### config.mk
export PLATFORM = sky130hd
export DESIGN_NAME = wb_mux
export DESIGN_NICKNAME = d
export VERILOG_FILES = /design/src/rtl/wb_mux.sv
export SDC_FILE = /design/constraint.sdc
export NUM_CORES = 1
export LEC_CHECK = 0
export ABC_AREA = 1
export CAP_MARGIN = 20
export CORE_ASPECT_RATIO = 1.5
export CORE_MARGIN = 4
export CORE_UTILIZATION = 41
export DETAILED_ROUTE_END_ITERATION = 16
export PLACE_DENSITY = 0.78
export SLEW_MARGIN = 5
export SYNTH_ARGS = -nofsm -noshare
export SYNTH_HDL_FRONTEND = slang
export SYNTH_SLANG_ARGS = --single-unit
### constraint.sdc
create_clock -name clk -period 1.8 [get_ports clk]
set_clock_uncertainty 0.1 [all_clocks]
set_input_delay 0.36 -clock clk [delete_from_list [all_inputs] [get_ports clk]]
set_output_delay 0.36 -clock clk [all_outputs]
set_load 0.02 [all_outputs]
### src/rtl/wb_mux.sv
// Write-back selector: picks the register-file write data from ALU, load data, PC+4 or immediate.
// Optional load-timeout watchdog enabled by defining WB_TIMEOUT_EN.
module wb_mux #(
    parameter int XLEN = 32,
    parameter int RD_W = 5
) (
    input  logic            clk,
    input  logic            reset,
    input  logic            ex_valid,
    output logic            ex_ready,
    input  logic            ex_reg_write,
    input  logic [RD_W-1:0] ex_rd,
    input  logic [1:0]      ex_wb_src,
    input  logic [XLEN-1:0] ex_alu_res,
    input  logic [XLEN-1:0] ex_pc4,
    input  logic [XLEN-1:0] ex_imm,
    input  logic [2:0]      ex_funct3,
    input  logic [1:0]      ex_addr_lo,
    input  logic            mem_rvalid,
    input  logic [XLEN-1:0] mem_rdata,
    output logic            rf_we,
    output logic [RD_W-1:0] rf_waddr,
    output logic [XLEN-1:0] rf_wdata,
    output logic            stall,
    output logic            wb_err
);

    typedef enum logic {IDLE, WAIT_MEM} state_t;

    localparam logic [1:0] SRC_ALU = 2'b00;
    localparam logic [1:0] SRC_MEM = 2'b01;
    localparam logic [1:0] SRC_PC4 = 2'b10;
    localparam logic [1:0] SRC_IMM = 2'b11;

    state_t            state, state_next;
    logic [RD_W-1:0]   pend_rd;
    logic              pend_we;
    logic [2:0]        pend_f3;
    logic [1:0]        pend_lo;

    logic              capture;
    logic              do_write;
    logic              wr_reg;
    logic [RD_W-1:0]   wr_addr;
    logic [XLEN-1:0]   wr_data;
    logic              wr_commit;
    logic              set_err;

    function automatic logic [XLEN-1:0] load_ext(input logic [2:0] f3,
                                                 input logic [1:0] lo,
                                                 input logic [XLEN-1:0] w);
        logic [7:0]  b;
        logic [15:0] h;
        case (lo)
            2'd0:    b = w[7:0];
            2'd1:    b = w[15:8];
            2'd2:    b = w[23:16];
            default: b = w[31:24];
        endcase
        h = lo[1] ? w[31:16] : w[15:0];
        case (f3)
            3'b000:  load_ext = {{24{b[7]}}, b};
            3'b100:  load_ext = {24'b0, b};
            3'b001:  load_ext = {{16{h[15]}}, h};
            3'b101:  load_ext = {16'b0, h};
            default: load_ext = w;
        endcase
    endfunction

    assign ex_ready = (state == IDLE);
    assign stall    = ~ex_ready;

`ifdef WB_TIMEOUT_EN
    logic [7:0] wait_cnt;
    logic       timeout;

    // The count reaches 255 on the edge that ends the 255th waiting cycle.
    assign timeout = (state == WAIT_MEM) && !mem_rvalid && (wait_cnt == 8'd254);

    always_ff @(posedge clk) begin
        if (!reset) begin
            wait_cnt <= '0;
            wb_err   <= 1'b0;
        end else begin
            if (capture)
                wait_cnt <= '0;
            else if (state == WAIT_MEM)
                wait_cnt <= wait_cnt + 8'd1;
            if (set_err)
                wb_err <= 1'b1;
        end
    end
`else
    logic timeout;
    assign timeout = 1'b0;
    assign wb_err  = 1'b0;
`endif

    // NOTE: every signal written here gets a default first so no latch is inferred.
    always_comb begin
        state_next = state;
        capture    = 1'b0;
        do_write   = 1'b0;
        wr_reg     = 1'b0;
        wr_addr    = ex_rd;
        wr_data    = '0;
        set_err    = 1'b0;
        case (state)
            IDLE: begin
                if (ex_valid) begin
                    if (ex_wb_src == SRC_MEM) begin
                        capture    = 1'b1;
                        state_next = WAIT_MEM;
                    end else begin
                        do_write = 1'b1;
                        wr_reg   = ex_reg_write;
                        case (ex_wb_src)
                            SRC_PC4: wr_data = ex_pc4;
                            SRC_IMM: wr_data = ex_imm;
                            default: wr_data = ex_alu_res;
                        endcase
                    end
                end
            end
            WAIT_MEM: begin
                wr_addr = pend_rd;
                wr_reg  = pend_we;
                if (mem_rvalid) begin
                    do_write   = 1'b1;
                    wr_data    = load_ext(pend_f3, pend_lo, mem_rdata);
                    state_next = IDLE;
                end else if (timeout) begin
                    do_write   = 1'b1;
                    set_err    = 1'b1;
                    state_next = IDLE;
                end
            end
            default: state_next = IDLE;
        endcase
    end

    assign wr_commit = do_write && wr_reg && (wr_addr != '0);

    // NOTE: sequential state uses non-blocking assignments only.
    always_ff @(posedge clk) begin
        if (!reset) begin
            state    <= IDLE;
            rf_we    <= 1'b0;
            rf_waddr <= '0;
            rf_wdata <= '0;
        end else begin
            state <= state_next;
            rf_we <= wr_commit;
            if (wr_commit) begin
                rf_waddr <= wr_addr;
                rf_wdata <= wr_data;
            end
        end
    end

    // NOTE: pending-load fields are only read in WAIT_MEM after a capture, so they need no reset.
    always_ff @(posedge clk) begin
        if (capture) begin
            pend_rd <= ex_rd;
            pend_we <= ex_reg_write;
            pend_f3 <= ex_funct3;
            pend_lo <= ex_addr_lo;
        end
    end

    // Sources other than MEM are fully decoded above; keep the names referenced.
    logic unused_src;
    assign unused_src = (SRC_ALU == SRC_IMM);

endmodule

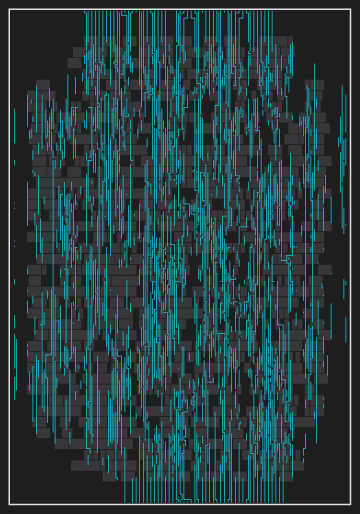
(run_1/m2.png)
(4 px per µm)
wire length on this layer	7000 µm
nets with wire on the layer	783
vias: 4693
WL final: 13480 µm
met2 usage: 45.72%

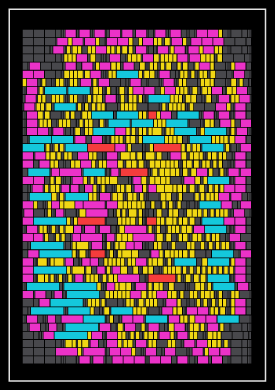
(run_1/class_map.png)
(3 px per µm) Fill, decap, tap and diode cells in gray.
color	class	cells	share of their area
cyan	registers	50	19%
red	clock drivers and dummy loads	8	2.6%
magenta	remaining buffers and delay cells	222	38%
yellow	remaining logic cells	560	40%
Layout Utilization: 70.63%
Final Cell Area: 0.006015 mm²
FP Rows: 41

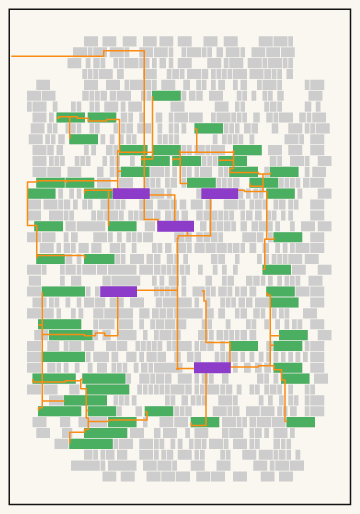
(run_1/clock_wires.png)
(4 px per µm)
[purple] clock-net drivers | count: 5
[green] flip-flops | count: 50
[orange] clock wires | length: 655 µm
routed clock nets	6
clock latency on the worst-skew pair: 0.29 ns
clock-net power: 0.992 mW
Clock Power Share: 28.9%

[run 1: metrics by stage]
step,utilization [%],hold WS (ns),worst slack [ns],instances
floorplan,-,0.3589,0.1054,649
global placement,68.37,0.3566,-0.2232,938
detailed placement,68.37,0.3629,-0.2622,938
CTS,70.17,0.3786,0.03626,946
global route,70.63,0.4080,-0.004402,947
finish,70.63,0.3760,0.05871,947
[run 1: worst paths after layout]
check,startpoint,depth (start not counted),to
worst max-delay path,rf_wdata[2],1,rf_wdata[2]
worst min register to register,rf_waddr[1],2,rf_waddr[1]
worst min-delay path,rf_waddr[1],2,rf_waddr[1]
worst max register to register,pend_f3[1],10,rf_wdata[8]
[run 1: tightest hold or removal path, stage by stage, from the launching register on]
cell and delay (ns):
dfxtp_1 0.31, nand2_1 0.06, a21oi_1 0.06
==> impl_metrics.csv, run 1 <==
group,metric,value,unit
power_and_ir_drop,power.leakage,2.681,nW
cells_and_area,clkbuf_count,6,
logic_synthesis,yosys_warnings,0,
setup_path,critPathCaptureType,"output port",
drt,wire_per_inst,14.24,µm
grt,grt_pass1_wl,20820,µm
min_path,worstHoldPathType,"reg2reg",
logic_synthesis,synthTopCellsByArea,"nand2_1, dfxtp_1, nand3_1",
die,chipArea,0.01049,mm²
setup_path,cp-start-kind,"register",
power_and_ir_drop,power_density,569.9,mW/mm²
die,fp_util,42.77,%
logic_synthesis,synthesis.area,0.003642,mm²
cells_and_area,reg_top3,"rf_wdata: 32 flops, pend_rd: 5 flops, rf_waddr: 5 flops",
cells_and_area,logic_area,0.002167,mm²
drt,wl_met3,1144,µm
logic_synthesis,edf_count,11,
setup_path,rrSetupSlack,0.07,ns
logic_synthesis,synth_flops,50,
timing,setup-violations-final,0,
setup_path,arrival,1.28,ns
cells_and_area,area_growth,65.13,%
cells_and_area,biggestCellCategory,"non-clock buffers",
logic_synthesis,flop_cell,"dfxtp_1",
logic_synthesis,yosysSeqAreaShare,30.50,%
clock_tree,cts-buffers-inserted,5,
die,die_w,84.96,µm
timing,tns,0,ns
power_and_ir_drop,p_switching,1.019,mW
power_and_ir_drop,powerComb,1.17,mW
outcome,status,"finished clean",
logic_synthesis,adder_share,0,%
grt,grt_pass1_vias,4541,
drt,drc_errors,0,
setup_path,critPathTopFamily,"buffers and inverters",
drt,top_layer,"met4",
place,gp_congestion,0.9285,
grt,grt_antenna_before_repair,0,
power_and_ir_drop,power.group.top,"sequential cells",
setup_path,worstPathCellList,"clkdlybuf4s50_1",
power_and_ir_drop,powerSeq,1.26,mW
cells_and_area,largest_reg_flops,32,
clock_tree,cts-resized-gates,3,
timing,slew_violations,0,
grt,grt_util_all_layers,24.67,%
cells_and_area,buf_share,37.40,%
--- run 2 (diff from run 1) ---
CORE_UTILIZATION = 44   (was 41)
PLACE_DENSITY = 0.83   (was 0.78)
clock period = 2.1 ns   (was 1.8 ns; I/O delays follow)
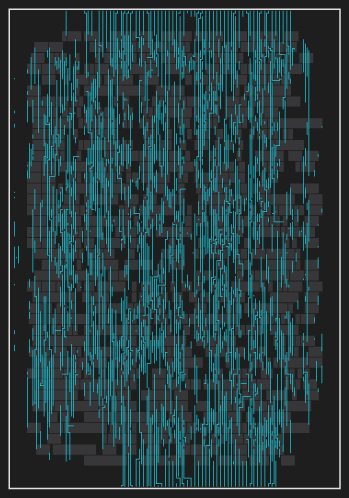
(run_2/m2.png)
(4 px per µm)
share of all routed wire	53%
longest straight run	43.9 µm
main direction	vertical
wire length on this layer	7140 µm
WL final: 13430 µm
met2 usage: 49.70%
vias: 4682

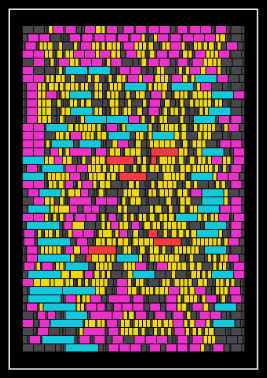
(run_2/class_map.png)
(3 px per µm) Fill, decap, tap and diode cells in gray.
color	class	cells	share of their area
magenta	remaining buffers and delay cells	209	37%
cyan	registers	50	20%
red	clock drivers and dummy loads	8	2.5%
yellow	remaining logic cells	560	41%
core footprint: 0.008058 mm²
Final Cell Area: 0.005824 mm²

==> impl_metrics.csv, run 2 <==
group,metric,value,unit
power_and_ir_drop,pg_clk,0.803,mW
setup_path,arrival,2.03,ns
power_and_ir_drop,powerSeq,1.08,mW
die,fp_util,45.20,%
die,std_cell_rows,40,
clock_tree,cts-buffers-inserted,5,
setup_path,critical_path_depth,9,
setup_path,worstReg2RegStart,"pend_lo[1]",
timing,tns,0,ns
timing,slew_violations,0,
setup_path,worstSetupEndpoint,"rf_wdata[14]",
drt,wire_per_inst,14.41,µm
power_and_ir_drop,powerComb,0.976,mW
timing,setup-violations-final,0,
min_path,worstHoldPathType,"reg2reg",
setup_path,critPathCaptureType,"register",
min_path,min_to,"rf_waddr[0]",
power_and_ir_drop,power.leakage,2.593,nW
die,chipArea,0.009827,mm²
setup_path,worstSetupStartpoint,"pend_lo[1]",
logic_synthesis,synth_flops,50,
cells_and_area,fin_util,72.28,%
setup_path,rrSetupSlack,0.19,ns
cells_and_area,final_cells,932,
timing,setup_ws,0.1908,ns
power_and_ir_drop,power.group.top,"sequential cells",
clock_tree,cts-resized-gates,0,
min_path,hold_start,"rf_waddr[0]",
logic_synthesis,synthesis.area,0.003642,mm²
cells_and_area,buf_share,35.92,%
power_and_ir_drop,clkPwrFrac,28.0,%
outcome,status,"finished clean",
setup_path,worstPathCellList,"inv_2 -> nand2_1 -> nand2_1 -> nand2_1 -> nand2_1 -> nand2_2 -> a21oi_1 -> nor2_1 -> nor2_1",
setup_path,critPathTopFamily,"simple AND/OR/NAND/NOR gates",
place,post-place-ws,-0.01921,ns
cells_and_area,area_growth,59.91,%
power_and_ir_drop,power_density,491.7,mW/mm²
timing,hold_slack,0.3764,ns
setup_path,r2r.worst_path.cells,9,
place,dp.cells,924,
place,gp_congestion,0.9799,
cells_and_area,reg_top3,"rf_wdata: 32 flops, pend_rd: 5 flops, rf_waddr: 5 flops",
cells_and_area,largest_reg_flops,32,
grt,grt_antenna_before_repair,0,
cells_and_area,logic_area,0.002148,mm²
grt,grt_pass1_vias,4563,
cells_and_area,clkbuf_count,6,
logic_synthesis,yosys_warnings,0,
grt,grt_pass1_wl,20960,µm
clock_tree,worstSkewPairLatency,0.29,ns
drt,drc_errors,0,
min_path,whs_path_depth,2,
grt,grt_util_all_layers,27.06,%
-- run 2: tightest hold or removal path: stages (launching register included) --
cell and delay [ns]:
dfxtp_1 0.31, nand2_1 0.06, a21oi_1 0.05
-- run 2: metal layers --
layer  vias up  share of wire [%]
met5         -                  0
met2       181                 53
met4         0                2.5
met3        26                7.8
met1      2103                 37
li1       2372                  -
-- run 2: kinds of logic (layout without fill, tap and decap cells) --
group	Yosys count	count (layout)	synth area share [%]
AOI/OAI and AO/OA	64	64	9.138
buffers and inverters	90	268	10.58
other	1	1	0.1030
and+or+nand+nor	444	444	49.67
DFF	50	50	30.51
Power and IR drop assume default switching activity.
